$ cat src/rtl/core_sequencer.sv
// Multi-cycle fetch/decode/execute/writeback sequencer for the single-issue integer datapath.
// Optional retired-instruction and stall counters: define CORE_SEQUENCER_INSTRET_EN.
module core_sequencer #(
  parameter logic [31:0] RESET_PC = 32'h0000_0000,
  parameter int          TIMEOUT  = 16,
  parameter int          CNT_W    = 5
) (
  input  logic        clk,
  input  logic        rst,
  output logic        imem_req,
  output logic [31:0] imem_addr,
  input  logic [31:0] imem_rdata,
  input  logic        imem_valid,
  output logic [31:0] instr,
  output logic        ir_valid,
  input  logic        cu_reg_write,
  input  logic        stall,
  output logic        rf_we,
  output logic [31:0] pc,
  output logic        halt,
`ifdef CORE_SEQUENCER_INSTRET_EN
  output logic [31:0] instret,
  output logic [31:0] stall_cycles,
`endif
  output logic [1:0]  halt_cause
);

  localparam logic [31:0] NOP     = 32'h0000_0013;
  localparam logic [6:0]  OP_IMM  = 7'b0010011;
  localparam logic [6:0]  OP_REG  = 7'b0110011;
  localparam logic [1:0]  C_ILLEG = 2'd1;
  localparam logic [1:0]  C_TMO   = 2'd2;

  typedef enum logic [2:0] {
    S_FETCH, S_WAIT, S_DECODE, S_EXEC, S_WB, S_HALT
  } state_t;

  state_t             state_q;
  logic [31:0]        pc_q, instr_q;
  logic               req_q, halt_q;
  logic [1:0]         cause_q;
  logic [CNT_W-1:0]   cnt_q;
  logic [31:0]        pc_d;
  logic [CNT_W-1:0]   cnt_d;
  logic               legal_d;

  assign pc_d    = pc_q + 32'd4;
  assign cnt_d   = cnt_q + CNT_W'(1);
  assign legal_d = (instr_q[6:0] == OP_IMM) || (instr_q[6:0] == OP_REG);

  // req_q is registered, so the FETCH right after reset spends one cycle
  // raising it; every later FETCH is entered with req_q already set.
  always_ff @(posedge clk) begin
    if (rst) begin
      state_q <= S_FETCH;
      pc_q    <= RESET_PC;
      instr_q <= NOP;
      req_q   <= 1'b0;
      halt_q  <= 1'b0;
      cause_q <= 2'd0;
      cnt_q   <= '0;
    end else begin
      case (state_q)
        S_FETCH: begin
          if (req_q) begin
            req_q   <= 1'b0;
            cnt_q   <= '0;
            state_q <= S_WAIT;
          end else begin
            req_q   <= 1'b1;
          end
        end
        S_WAIT: begin
          if (imem_valid) begin
            instr_q <= imem_rdata;
            state_q <= S_DECODE;
          end else begin
            cnt_q <= cnt_d;
            if (cnt_q == CNT_W'(TIMEOUT - 1)) begin
              halt_q  <= 1'b1;
              cause_q <= C_TMO;
              state_q <= S_HALT;
            end
          end
        end
        S_DECODE: begin
          if (legal_d) begin
            state_q <= S_EXEC;
          end else begin
            halt_q  <= 1'b1;
            cause_q <= C_ILLEG;
            state_q <= S_HALT;
          end
        end
        S_EXEC: begin
          if (!stall) state_q <= S_WB;
        end
        S_WB: begin
          pc_q    <= pc_d;
          req_q   <= 1'b1;
          state_q <= S_FETCH;
        end
        S_HALT: ;
        default: state_q <= S_HALT;
      endcase
    end
  end

`ifdef CORE_SEQUENCER_INSTRET_EN
  logic [31:0] instret_q, stall_cycles_q;

  always_ff @(posedge clk) begin
    if (rst) begin
      instret_q      <= '0;
      stall_cycles_q <= '0;
    end else begin
      if (state_q == S_WB)           instret_q      <= instret_q + 32'd1;
      if (state_q == S_EXEC && stall) stall_cycles_q <= stall_cycles_q + 32'd1;
    end
  end

  assign instret      = instret_q;
  assign stall_cycles = stall_cycles_q;
`endif

  assign imem_req   = req_q;
  assign imem_addr  = pc_q;
  assign instr      = instr_q;
  assign pc         = pc_q;
  assign halt       = halt_q;
  assign halt_cause = cause_q;
  assign ir_valid   = (state_q == S_DECODE) || (state_q == S_EXEC) || (state_q == S_WB);
  assign rf_we      = (state_q == S_WB) && cu_reg_write && (instr_q[11:7] != 5'd0);

endmodule

$ cat config.mk
export PLATFORM = sky130hd
export DESIGN_NAME = core_sequencer
export DESIGN_NICKNAME = d
export VERILOG_FILES = /design/src/rtl/core_sequencer.sv
export SDC_FILE = /design/constraint.sdc
export NUM_CORES = 1
export LEC_CHECK = 0
export CORE_MARGIN = 8
export CORE_UTILIZATION = 30
export CTS_BUF_LIST = sky130_fd_sc_hd__clkbuf_4 sky130_fd_sc_hd__clkbuf_8
export DETAILED_ROUTE_END_ITERATION = 16
export REMOVE_ABC_BUFFERS = 1
export SLEW_MARGIN = 40
export SYNTH_ARGS = -nofsm -noshare
export SYNTH_HDL_FRONTEND = slang
export SYNTH_SLANG_ARGS = --single-unit
export TNS_END_PERCENT = 50
$ cat constraint.sdc
create_clock -name clk -period 2.6 [get_ports clk]
set_clock_uncertainty 0.15 [all_clocks]
set_input_delay 0.78 -clock clk [delete_from_list [all_inputs] [get_ports clk]]
set_output_delay 0.78 -clock clk [all_outputs]
set_load 0.05 [all_outputs]
==> reports/summary.txt, run 1 <==
Post-CTS setup buffers = 0
Distinct cells, synth = 38
Slew margin rel. = 59.0%
Multi-In Gates = 291
Seq/total area = 29.2%
Internal reg-to-reg setup slack = 0.51 ns
CP bufs+invs = 1
Most common library cells after synthesis = nand2_1, dfxtp_1, a21oi_1, nor2_1, buf_4
IO Port Bufs = 134
Fin. max-slew vios = 0
Register share after synthesis = 43.0%
Root Buffer Master = clkbuf_8
Crit path to = pc[8]
CTS Buffer Depth = 2
I/O pin cnt = 139
Data buffer area share = 30.3%
RR Startpoint = state_q[0]
Final worst slack = 0.0682 ns
Type of the worst setup path = register to output port
Vias in the first global route = 3,140
Max stage delay cell, worst path = clkdlybuf4s50_1
GRT Util Overall = 12.3%
Clock transition at the registers of the reported paths = 0.07 ns
Area-dominant class = logic gates
Post-route ant nets = 0
Clk latency late pin = 0.35 ns
Worst EP arrival = 1.60 ns
Status = finished, final reports clean
Die width = 123 um
Worst path depth = 1
Final net count = 570
Mapped Area = 3450 um2
Synth-to-Final Area Change = 47.3%
Hold buffers post-CTS = 0
Most numerous logic cell after layout = clkdlybuf4s50_1
Async set-reset flop share out of synthesis = 0%
Number of synthesized flops with an enable pin = 0
#FFs+latches synth = 74
Max incr delay on CP = 0.85 ns
Vias per inst = 4.73
Hold Path Class = register to register
Worst Setup SP = imem_addr[8]
Clock tree sinks = 74
Inverters = 5
Die Ht = 123 um
Detail Placement HPWL = 6930 um
Period utilisation layout = 97.4%
Clk_buf instances = 11
Final Setup Violations = 0
Tapcells = 143
Final min period = 2.53 ns
[run 1: kinds of logic after synthesis]
kind of cell | synth area share (%)
simple gates | 28.4
xor+xnor | 2.54
buf+inv | 10.6
compound gates | 10.1
other cells | 0.109
fa+ha+maj | 1.09
flops | 43.0
mux | 4.21
[run 1: worst min path at each step]
stage                         start         to  slack [ns]  depth (start not counted)
final                     instr[13]  instr[13]        0.31                          2
after global routing      instr[25]  instr[25]        0.33                          2
after CTS                 instr[29]  instr[29]        0.31                          2
after detailed placement  instr[29]  instr[29]        0.30                          2
after global placement    instr[26]  instr[26]        0.29                          2
after floorplan            cnt_q[3]   cnt_q[3]        0.33                          2
[run 1: worst register-to-register path: cells and delay by family (launching register included)]
family,cells,cell delay [ns]
buffers and inverters,2,0.39
flip-flops,1,0.41
multiplexers,1,0.37
AND/OR/NAND/NOR,3,0.67
[run 1: registers in the layout, summed over array words and instances, names as in the netlist]
signal	count
cnt_q	5
halt	1
halt_cause	2
imem_addr	30
imem_req	1
instr	32
state_q	3
[run 1: what timing repair did]
item | CTS | global route
pin swaps | 0 | 0
resized | 8 | 23
setup endpoints to repair | 8 | 25
[run 1: metal layers]
metal	routed length (um)	global-route usage (%)	vias to the layer above
li1	-	-	1630
met1	3870	13.5	1472
met2	4360	20.5	93
met3	920	4.79	10
met4	178	6.09	0
met5	0	0	-
[run 1: through the flow]
| step | area [um2] | total power [mW] |
|---|---|---|
| finish | 5080 | 3.69 |
| global route | 5080 | 3.91 |
| CTS | 5020 | 3.73 |
| detailed placement | 4790 | 2.64 |
| global placement | 4790 | 2.63 |
| floorplan | 3110 | 2.15 |
[run 1: power by group]
part           switching, mW  internal, mW
clock                  0.429         0.658
combinational          0.787         0.467
sequential            0.0989          1.25
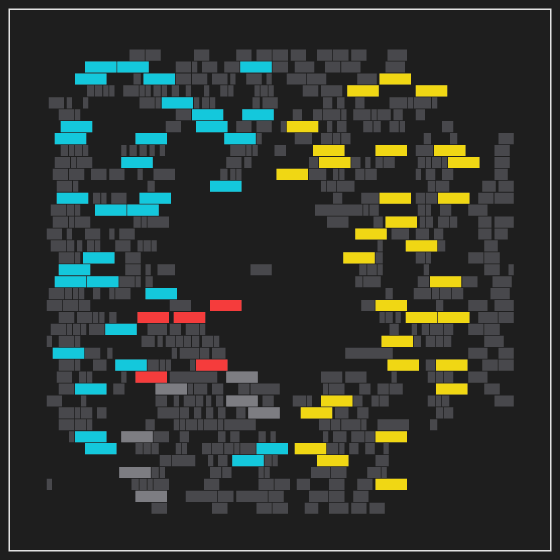
Run 1: sequential cells colored by netlist name
Other sequential cells in the stronger gray, the rest of the logic in the fainter gray.
Yellow marks imem_addr, sequential cells 30. Cyan marks instr, sequential cells 32. Red marks cnt_q, sequential cells 5.

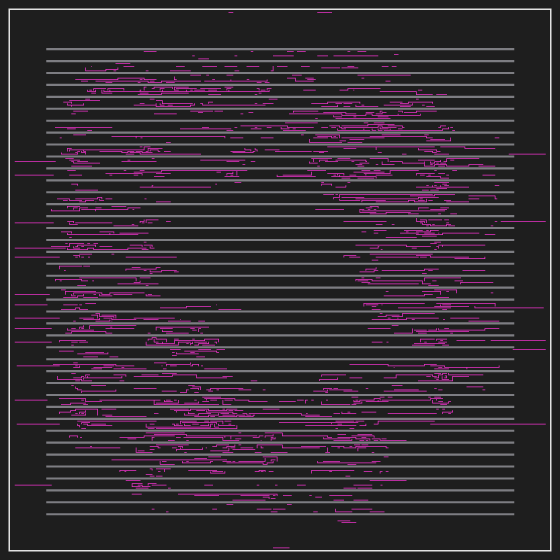
Run 1: the metal 1 layer
Supply wires on this layer in gray.
485 nets have wire on it. The layer holds 42% of the routed length.

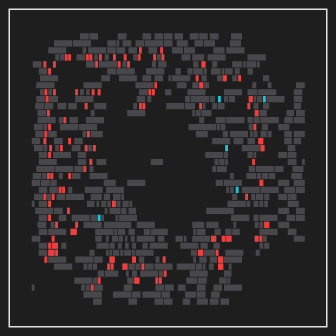
Run 1: selected gate families
Cyan marks inverters, cells 5, most used inv_1. Red marks NAND gates, cells 102, most used nand2_1, where spread over the die.

==> run 2, diff against run 1 <==
CTS_CLUSTER_SIZE = 28   (was unset)
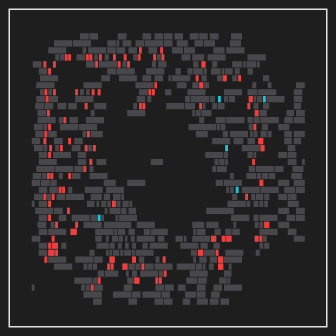
Run 2: selected gate families
Red marks NAND gates, cells 102, most used nand2_1, where spread over the die. Cyan marks inverters, cells 5, most used inv_1.
most numerous logic cell after layout: clkdlybuf4s50_1
Non-Filler Instances: 678
logic share of the area: 31.9%

==> run 2 against run 1 <==
Net effect: cell area stayed put; first-iteration DRC count unchanged; sequential power hardly changed; cell count unchanged; critical path depth is the same; non-clock buffer count unchanged; register-to-register slack barely moved; via count did not move; critical path type unchanged.
==> reports/summary.txt, run 2 <==
Status = finished, final reports clean
Sequential share of power = 36.6% (about the same)
RR Startpoint = state_q[0]
Type of the worst setup path = register to output port
Die Ht = 123 um (unchanged)
GRT Util Overall = 12.3% (unchanged)
#FFs+latches synth = 74 (unchanged)
Period utilisation layout = 97.4% (unchanged)
Final Setup Violations = 0 (unchanged)
Register share after synthesis = 43.0% (unchanged)
Detail Placement HPWL = 6930 um (unchanged)
R2R cell count = 6
Via count = 3,205
Synth-to-Final Area Change = 47.3% (unchanged)
Clock tree sinks = 74 (unchanged)
Most common library cells after synthesis = nand2_1, dfxtp_1, a21oi_1, nor2_1, buf_4
IO Port Bufs = 134 (unchanged)
I/O pin cnt = 139 (unchanged)
Final net count = 570 (unchanged)
Root Buffer Master = clkbuf_8
Sw Pwr = 1.31 mW (unchanged)
Internal reg-to-reg setup slack = 0.51 ns (about the same)
Peak fanout along the critical path = 6
Async set-reset flop share out of synthesis = 0% (unchanged)
Dpl cells = 662
Worst path depth = 1 (unchanged)
Total power = 3.69 mW (unchanged)
Post-CTS setup buffers = 0 (unchanged)
Distinct cells, synth = 38 (unchanged)
First-pass GRT wire length = 15,100 um
Max stage delay cell, worst path = clkdlybuf4s50_1
Hold Path Class = register to register
Clk latency late pin = 0.35 ns (about the same)
Clock transition at the registers of the reported paths = 0.07 ns (about the same)
Worst EP arrival = 1.60 ns (about the same)
Clock share of power = 29.4% (about the same)
Worst hold stages = 2 (unchanged)
N_diodes = 0
Number of synthesized flops with an enable pin = 0 (unchanged)
Worst Setup SP = imem_addr[8]
Final min period = 2.53 ns (unchanged)
CP bufs+invs = 1 (unchanged)
Sw Share = 35.6% (unchanged)
Worst hold start = instr[13]
Vias per inst = 4.73 (unchanged)
Int Pwr = 2.38 mW (unchanged)
Worst Hold End = instr[13]
Largest net degree at the start of global routing = 33
Max incr delay on CP = 0.85 ns (about the same)
CTS Buffer Depth = 2 (unchanged)
Combinational Power Share = 34.0% (about the same)
Slew margin rel. = 59.0% (unchanged)
Fin. max-slew vios = 0 (unchanged)
Vias in the first global route = 3,140 (unchanged)
Crit path to = pc[8]
Mapped Area = 3450 um2 (unchanged)
Die width = 123 um (unchanged)
Post-route ant nets = 0 (unchanged)
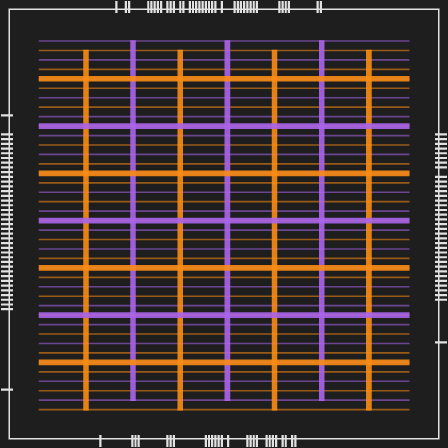
Run 2: PDN straps and rails
Pins as bars on the die edge.
Purple marks VDD. Orange marks VSS.
139 signal pins sit on the boundary. 7 straps on met5. 40 met1 rails follow the rows. 7 straps on met4.

-- run 2: what timing repair did --
action                                  4_1_cts  5_1_grt
gates cloned                                  0        0
resized                                       8       23
pin swaps                                     0        0
hold buffers                                  0        0
endpoints found under the setup margin        8       25
-- run 2: logic make-up after synthesis --
group,share of synthesized area [%]
multiplexers,4.21
AND/OR/NAND/NOR,28.4
adder cells (fa/ha/maj),1.09
flip-flops,43.0
other,0.109
buffers and inverters,10.6
AND-OR/OR-AND,10.1
XOR/XNOR,2.54
-- run 2: layer usage --
metal | share of wire (%) | up-vias | track usage [%]
li1 | - | 1630 | -
met1 | 41 | 1472 | 13.5
met2 | 47 | 93 | 20.5
met3 | 9.9 | 10 | 4.79
met4 | 1.9 | 0 | 6.09
met5 | 0 | - | 0
-- run 2: area by class of cell --
type	instances	area (um2)	area share, %
Multi-Input combinational cell	291	1620	31.9
Timing Repair Buffer	149	1540	30.3
Sequential cell	74	1480	29.2
Tap cell	143	179	3.52
Clock buffer	11	139	2.74
Clock inverter	5	103	2.02
Inverter	5	18.8	0.370
-- run 2: power groups by stage --
stage / logic (mW) / registers (mW) / clock network, mW
after global routing: 1.36 / 1.37 / 1.18
after global placement: 1.25 / 1.37 / 0
after detailed placement: 1.26 / 1.38 / 0
after CTS: 1.26 / 1.35 / 1.12
final: 1.25 / 1.35 / 1.09
after floorplan: 0.440 / 1.71 / 0
-- run 2: metrics by stage --
step	cell area (um2)	setup WS, ns
2_1_floorplan	3110	-0.313
3_3_place_gp	4790	0.0848
3_5_place_dp	4790	0.0891
4_1_cts	5020	0.00249
5_1_grt	5080	-0.00288
6_report	5080	0.0682
Power is estimated from default activity; no workload was simulated.
